### Met1 routing

Supply wires on this layer in gray.
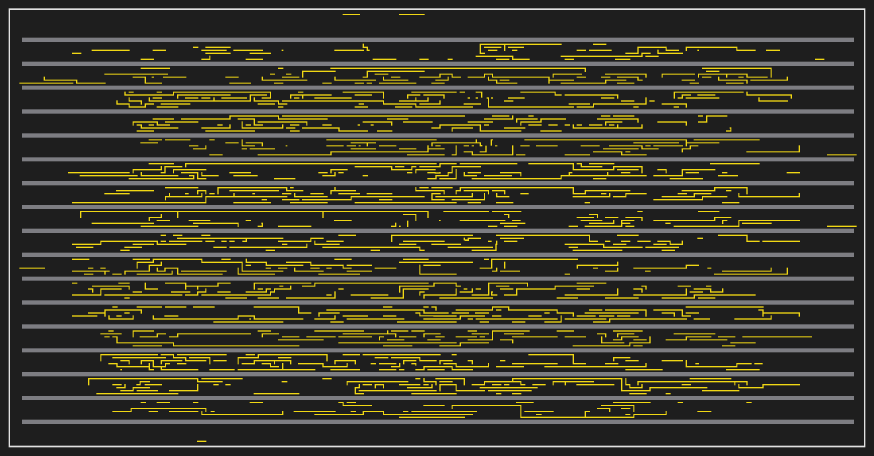
### Cell outlines without signal wires

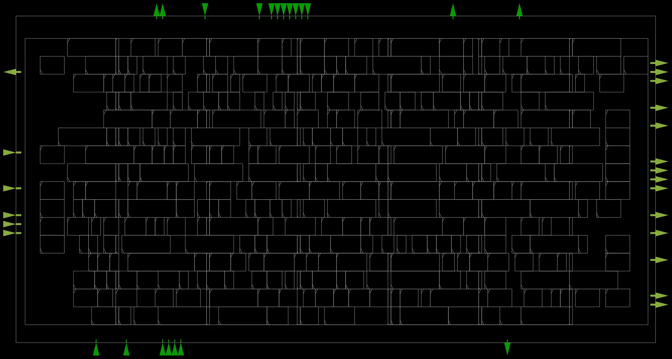
### Placement by cell class

Bar = 20 um. Fill, decap, tap and diode cells in gray.
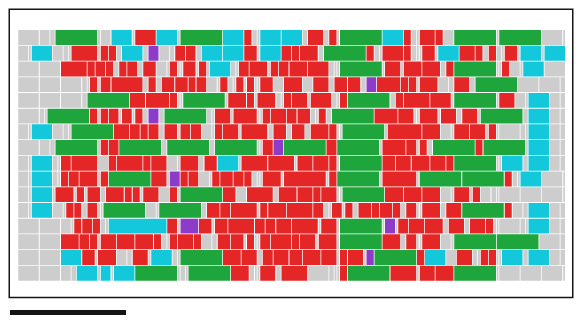
### Wiring by layer

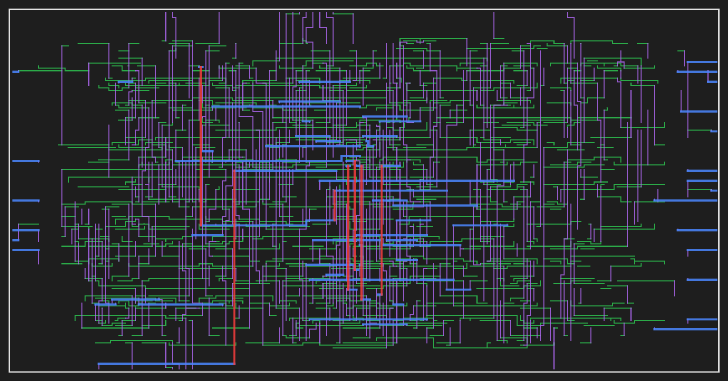
$ cat config.mk
export PLATFORM = sky130hd
export DESIGN_NAME = seq_multiplier_param
export DESIGN_NICKNAME = d
export VERILOG_FILES = /design/src/rtl/seq_multiplier_param.sv
export SDC_FILE = /design/constraint.sdc
export NUM_CORES = 1
export LEC_CHECK = 0
export ABC_CLOCK_PERIOD_IN_PS = 4050
export CORE_ASPECT_RATIO = 0.5
export CORE_UTILIZATION = 60
export CTS_BUF_LIST = sky130_fd_sc_hd__clkbuf_2
export CTS_CLUSTER_SIZE = 8
export DETAILED_ROUTE_END_ITERATION = 6
export GPL_TIMING_DRIVEN = 0
export PLACE_DENSITY = 0.95
export REMOVE_ABC_BUFFERS = 1
export SLEW_MARGIN = 20
export SYNTH_ARGS = -nofsm -noshare
export SYNTH_HDL_FRONTEND = slang
export SYNTH_SLANG_ARGS = --single-unit
$ cat constraint.sdc
create_clock -name clock -period 4.05 [get_ports clock]
set_input_delay 0.81 -clock clock [delete_from_list [all_inputs] [get_ports clock]]
set_output_delay 0.81 -clock clock [all_outputs]
set_load 0.05 [all_outputs]
$ cat src/rtl/seq_multiplier_param.sv
// Iterative shift-add multiplier, WIDTH-bit operands, per-operation signed/unsigned mode.
// start/busy/done handshake; product register holds its value until the next completion.
module seq_multiplier_param #(
  parameter int WIDTH = 8,
  parameter int CNT_W = $clog2(WIDTH + 1)
) (
  input  logic                 clock,
  input  logic                 reset,
  input  logic                 start,
  input  logic                 signed_mode,
  input  logic [WIDTH-1:0]     multiplicand_in,
  input  logic [WIDTH-1:0]     multiplier_in,
  output logic                 busy,
  output logic                 done,
  output logic [2*WIDTH-1:0]   product,
  output logic [1:0]           state_dbg
);

  typedef enum logic [1:0] {
    IDLE = 2'd0,
    RUN  = 2'd1,
    FIX  = 2'd2
  } state_t;

  state_t               state_q, state_d;
  logic [CNT_W-1:0]     cnt_q, cnt_d;
  logic [WIDTH-1:0]     mcand_q, mcand_d;
  logic [2*WIDTH-1:0]   acc_q, acc_d;
  logic                 neg_q, neg_d;
  logic [2*WIDTH-1:0]   product_q, product_d;
  logic                 done_q, done_d;

  logic [WIDTH-1:0]     a_mag, b_mag;
  logic [WIDTH:0]       sum;
  logic                 last_iter;

  // State register
  always_ff @(posedge clock) begin
    if (reset) begin
      state_q   <= IDLE;
      cnt_q     <= '0;
      mcand_q   <= '0;
      acc_q     <= '0;
      neg_q     <= 1'b0;
      product_q <= '0;
      done_q    <= 1'b0;
    end else begin
      state_q   <= state_d;
      cnt_q     <= cnt_d;
      mcand_q   <= mcand_d;
      acc_q     <= acc_d;
      neg_q     <= neg_d;
      product_q <= product_d;
      done_q    <= done_d;
    end
  end

  assign last_iter = (cnt_q == CNT_W'(WIDTH - 1));

  // Next-state logic
  always_comb begin
    state_d = state_q;
    case (state_q)
      IDLE:    if (start) state_d = RUN;
      RUN:     if (last_iter) state_d = FIX;
      FIX:     state_d = IDLE;
      default: state_d = IDLE;
    endcase
  end

  // Datapath: magnitudes are taken at capture so the loop is always unsigned;
  // the most-negative operand maps to 2^(WIDTH-1), which still fits in WIDTH bits.
  always_comb begin
    a_mag = (signed_mode && multiplicand_in[WIDTH-1]) ? (~multiplicand_in + WIDTH'(1))
                                                      : multiplicand_in;
    b_mag = (signed_mode && multiplier_in[WIDTH-1])   ? (~multiplier_in + WIDTH'(1))
                                                      : multiplier_in;
    sum   = {1'b0, acc_q[2*WIDTH-1:WIDTH]} + {1'b0, (acc_q[0] ? mcand_q : {WIDTH{1'b0}})};

    cnt_d     = cnt_q;
    mcand_d   = mcand_q;
    acc_d     = acc_q;
    neg_d     = neg_q;
    product_d = product_q;
    done_d    = 1'b0;
    case (state_q)
      IDLE: begin
        if (start) begin
          mcand_d = a_mag;
          acc_d   = {{WIDTH{1'b0}}, b_mag};
          neg_d   = signed_mode & (multiplicand_in[WIDTH-1] ^ multiplier_in[WIDTH-1]);
          cnt_d   = '0;
        end
      end
      RUN: begin
        acc_d = {sum, acc_q[WIDTH-1:1]};
        cnt_d = cnt_q + CNT_W'(1);
      end
      FIX: begin
        product_d = neg_q ? (~acc_q + (2*WIDTH)'(1)) : acc_q;
        done_d    = 1'b1;
      end
      default: ;
    endcase
  end

  // Outputs
  always_comb begin
    busy      = (state_q == RUN) || (state_q == FIX);
    done      = done_q;
    product   = product_q;
    state_dbg = state_q;
  end

endmodule

==> flow_summary.yaml <==
# synthesis and place-and-route metrics
floorplan:
  die_h_um: 49.6
  initCoreUtil: 0.660
  die_w_um: 97.3
layout:
  final-nonclk-buf-share: 0.130
  fin_area_um2: 3180
  clkCellAreaFrac: 0.0134
  largest_cell_class: "multi-input combinational cells"
  nNonClkBuffers: 40
  n_all_inverters: 11
  lay_top_cells: "49 x nor2_1, 48 x dfxtp_1, 38 x clkdlybuf4s50_1"
  syn_to_final_growth_pct: 16.8
  layout-drive-gt1-share: 0.0535
  comb_share: 0.521
  num-multi-input-gates: 248
  regArea_um2: 961
  diodes: 0
setup_path:
  path_max_fanout: 4
  critPathBufInv: 2
  crit_path_end: "busy"
  rr_worst_depth: 8
  critPathLaunch: "state_dbg[1]"
  cp-start-kind: "register"
  cp.depth: 3
  critPathArrivalTime_ps: 2020
  slowest_delay_ps: 800
  rr_endpoint: "acc_q[13]"
  end_kind: "primary output"
logic_synthesis:
  common_cells: "49 x nor2_1, 48 x dfxtp_1, 24 x a211oi_1, 22 x nand2_1, 20 x xor2_1"
  ys_chip_area_um2: 2720
  netlist_area_um2: 2720
  synthCells: 325
  ys_seq_frac: 0.353
  yosys.area.top_type_share: 0.353
  ys_sh_adder: 0.0763
  mux_share: 0.0193
  synth.cellmix.simpleShare: 0.192
  synth-edff-count: 0
  top_logic_kind: "AND-OR/OR-AND gates"
  yosysUniqueCellTypes: 44
global_route:
  grt_pass1_wl_um: 10500
  top_usage_layer: "met2"
  gr-usage-met2: 0.466
  grt_start_max_net_pins: 37
  grt_pass1_vias: 2313
  grt_usage: 0.274
  grt_overflow: 0
clock_network:
  cts_hold_buf: 0
  cts.htree.levels: 2
  ctsResizeCount: 0
  cts_root_buf: "clkbuf_2"
  path_clk_slew_ps: 250
  cts_sinks: 48
  cts_tree: "yes"
final_timing:
  fin_setup_tns_ps: 0
  rsz0062_at_grt: "false"
  clock.fmax_ghz: 0.353
  report.final.slew_viol_count: 0
  max_slew_margin: 0.346
  setup_violations: 0
run:
  warnings: 27
  maxCapViolations: 0
power_and_ir_drop:
  internal-power_uw: 1010
  p_leak_uw: 0.00122
  powerComb_uw: 1040
  p_comb_frac: 0.532
  p_clk_uw: 204
  vdd_drop_max_mv: 0.606
  pg_seq_uw: 708
  power.sequential.fraction: 0.363
placement:
  portBuffers: 39
  postPlaceCellArea_um2: 3140
detailed_routing:
  postRouteAntennaNets: 0
  vias_per_cell: 5.98
  dr.max_layer_used: "met4"
  routed-wl-met3_um: 427
  dr.pass1.iters: 5
  wl_met1_um: 2810
  drc: 0
hold_path:
  min_path_cells: 2
  min_to: "mcand_q[0]"
  worstHoldPathType: "reg -> reg"
status:
  status: "complete, no violations"
Notes on 'Met1 routing' above:
longest straight run: 39.6 um
nets with wire on the layer: 358
main direction: horizontal
share of all routed wire: 45%
GR met1 Demand/Resource: 0.349
vias after detailed routing: 2445

Notes on 'Cell outlines without signal wires' above:
flop count: 48
core area: 4120 um2
final core occ: 0.772
Seq area share: 0.302
fillers: 284

Notes on 'Placement by cell class' above:
legend:
  red:
    class: remaining logic cells
    cells: 259
  purple:
    class: clock drivers and dummy loads
    cells: 8
  green:
    class: registers
    cells: 48
  cyan:
    class: remaining buffers and delay cells
    cells: 40

Notes on 'Wiring by layer' above:
legend:
  red:
    layer: M4
    wire_length: 120 um
  purple:
    layer: M2
    wire_length: 2820 um
  green:
    layer: M1
    wire_length: 2810 um
  blue:
    layer: M3
    wire_length: 428 um

